**Cells colored by class**

Scale: 2 px per um.
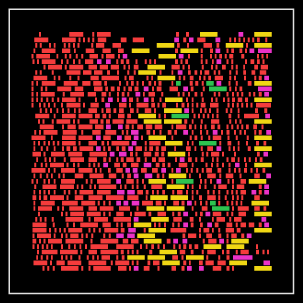
**Placement view**

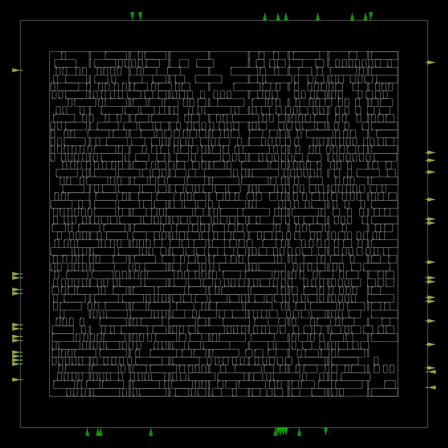
`config.mk`:
```
export PLATFORM = sky130hd
export DESIGN_NAME = dot_product_mac
export DESIGN_NICKNAME = d
export VERILOG_FILES = /design/src/rtl/dot_product_mac.sv
export SDC_FILE = /design/constraint.sdc
export NUM_CORES = 1
export LEC_CHECK = 0
export ABC_AREA = 1
export CELL_PAD_IN_SITES_DETAIL_PLACEMENT = 1
export CELL_PAD_IN_SITES_GLOBAL_PLACEMENT = 1
export CORE_MARGIN = 10
export CORE_UTILIZATION = 48
export DETAILED_ROUTE_END_ITERATION = 8
export DONT_BUFFER_PORTS = 1
export PLACE_DENSITY_LB_ADDON = 0.08
export SLEW_MARGIN = 20
export SYNTH_ARGS = -nofsm -noshare
export SYNTH_HDL_FRONTEND = slang
export SYNTH_SLANG_ARGS = --single-unit
```
`constraint.sdc`:
```
create_clock -name CLOCK -period 2.37 [get_ports CLOCK]
set_clock_uncertainty 0.15 [all_clocks]
set_input_delay 0.5925 -clock CLOCK [delete_from_list [all_inputs] [get_ports CLOCK]]
set_output_delay 0.5925 -clock CLOCK [all_outputs]
set_load 0.03 [all_outputs]
```
`src/rtl/dot_product_mac.sv`:
```
// Dot-product multiply-accumulate engine.
// Takes LEN element pairs (m, p) one per accepted cycle. Each product is
// registered, then added into a saturating accumulator. The final sum is
// presented on o with a valid/ready handshake.
module dot_product_mac #(
  parameter int unsigned W      = 10,
  parameter int unsigned LEN    = 8,
  parameter int unsigned OW     = 22,
  parameter int unsigned SIGNED = 0
) (
  input  logic          CLOCK,
  input  logic          RESET_N,
  input  logic          start,
  input  logic          in_valid,
  output logic          in_ready,
  input  logic [W-1:0]  m,
  input  logic [W-1:0]  p,
  output logic          out_valid,
  input  logic          out_ready,
  output logic [OW-1:0] o,
  output logic          busy,
  output logic          overflow
);

  localparam int unsigned CW = $clog2(LEN + 1);

  typedef enum logic [1:0] {StIdle, StAccum, StDrain, StDone} state_e;

  state_e          state_q;
  logic [CW-1:0]   count_q;
  logic [2*W-1:0]  prod_q;
  logic [2*W-1:0]  prod_d;
  logic            prod_vld_q;
  logic [OW-1:0]   acc_q;
  logic [OW-1:0]   acc_d;
  logic            overflow_q;
  logic            out_valid_q;
  logic            accept;
  logic            sat;
  logic [OW-1:0]   prod_ext;
  logic [OW-1:0]   sat_val;
  logic [OW:0]     sum;
  logic [2*W-1:0]  m_ext;
  logic [2*W-1:0]  p_ext;

  assign accept    = (state_q == StAccum) && in_valid;
  assign in_ready  = (state_q == StAccum);
  assign busy      = (state_q != StIdle);
  assign out_valid = out_valid_q;
  assign overflow  = overflow_q;
  assign o         = acc_q;

  // Multiplier: operands are extended to 2*W, so the low 2*W bits are the
  // exact product in either signedness.
  always_comb begin
    m_ext  = {{W{(SIGNED != 0) & m[W-1]}}, m};
    p_ext  = {{W{(SIGNED != 0) & p[W-1]}}, p};
    prod_d = m_ext * p_ext;
  end

  // Saturating accumulate of the registered product.
  always_comb begin
    prod_ext            = {OW{(SIGNED != 0) & prod_q[2*W-1]}};
    prod_ext[2*W-1:0]   = prod_q;
    sum = {(SIGNED != 0) & acc_q[OW-1], acc_q} +
          {(SIGNED != 0) & prod_ext[OW-1], prod_ext};
    if (SIGNED != 0) begin
      // Sign of the true sum is sum[OW]; a mismatch with sum[OW-1] means it left the range.
      sat     = sum[OW] ^ sum[OW-1];
      sat_val = sum[OW] ? {1'b1, {(OW-1){1'b0}}} : {1'b0, {(OW-1){1'b1}}};
    end else begin
      sat     = sum[OW];
      sat_val = {OW{1'b1}};
    end
    acc_d = sat ? sat_val : sum[OW-1:0];
  end

  // Control FSM, product pipeline register and accumulator.
  always_ff @(posedge CLOCK or negedge RESET_N) begin
    if (!RESET_N) begin
      state_q     <= StIdle;
      count_q     <= '0;
      prod_q      <= '0;
      prod_vld_q  <= 1'b0;
      acc_q       <= '0;
      overflow_q  <= 1'b0;
      out_valid_q <= 1'b0;
    end else begin
      prod_vld_q <= accept;
      if (accept) begin
        prod_q <= prod_d;
      end
      if (prod_vld_q) begin
        acc_q <= acc_d;
        if (sat) begin
          overflow_q <= 1'b1;
        end
      end
      unique case (state_q)
        StIdle: begin
          if (start) begin
            acc_q      <= '0;
            count_q    <= '0;
            overflow_q <= 1'b0;
            state_q    <= StAccum;
          end
        end
        StAccum: begin
          if (accept) begin
            count_q <= count_q + 1'b1;
            if (count_q == CW'(LEN - 1)) begin
              state_q <= StDrain;
            end
          end
        end
        StDrain: begin
          state_q <= StDone;
        end
        StDone: begin
          // out_valid is registered one cycle into DONE; the handshake only
          // completes once it is visible, so a result is never skipped.
          if (out_valid_q && out_ready) begin
            out_valid_q <= 1'b0;
            state_q     <= StIdle;
          end else begin
            out_valid_q <= 1'b1;
          end
        end
        default: state_q <= StIdle;
      endcase
    end
  end

endmodule

```
==> summary.txt <==
impl run done, here's what came out: status=finished with violations, violated checks=negative setup slack, multi-input logic area=around 5400 um^2, chip area=20000 um^2, total wire length=23600 um, clk pwr=784 uW, clock slew at reported path FFs=0.08 ns, comb area leader=adder cells, EDFF count, synth=0, dpl cells=1224, Residual DRC=0, number of flip-flops in the largest register=22, Yosys Warn Count=0, Hold Path Class=input port to register, H-tree depth=2, worst setup path end=prod_q[13], Unique masters post-synth=36, setup slack after layout=-2.19 ns, DIE WIDTH=141 um, CP Launch Type=input port, met3 routed WL=824 um, RSZ-0062 raised after global routing=yes, TritonRoute pass-1 iters=4, sequential power=between 1.5 and 2 mW, GR peak layer=met2, Final setup violation count=16, area added between synthesis and finish=21.9%, most frequent cells in the layout=nand2_1 (273), inv_1 (200), buf_4 (69), Slew Viols, Final=0, required time worst endpoint=2.42 ns, Vias=roughly 6600, Sequential Power Share=12.0%, number of logic gates=699, Late-Pin Clk Latency=0.31 ns, Hold WS=roughly 0.35 ns, grt ovf=0, cell family with most CP delay=adder cells, element type at the critical path end=register, origin of the critical flop-to-flop path=prod_q[0], Detail Route Antenna Nets=0, wl on met1=9080 um, top sig layer=met4, layout cells sized above 1=20.7%, synthesized instance count=around 1000, Synth Area in Adders=32.1%, met2 global-route usage=between 40% and 50%, pin count of the biggest net entering global routing=52, Worst Path Arrival=4.60 ns, Comb area share=63.1%
-- 'cells colored by class' (at the start) --
| class | color | cells | share of their area |
|---|---|---|---|
| remaining logic cells | red | 917 | 75% |
| remaining buffers and delay cells | magenta | 83 | 8.4% |
| sequential cells | yellow | 51 | 15% |
| clock drivers and dummy loads | green | 8 | 1.8% |
row cnt: 44
flop share of the area: 14.8%
Design Area, Final: 8630 um^2

-- 'placement view' (at the start) --
Layout fillers: 1846
Core Util, Final: 59.6%
Post-Layout Cell Count: 1243
tap cells: 184
core footprint: 14500 um^2

Power figures rest on the tool's default switching activity, not on a simulated workload.
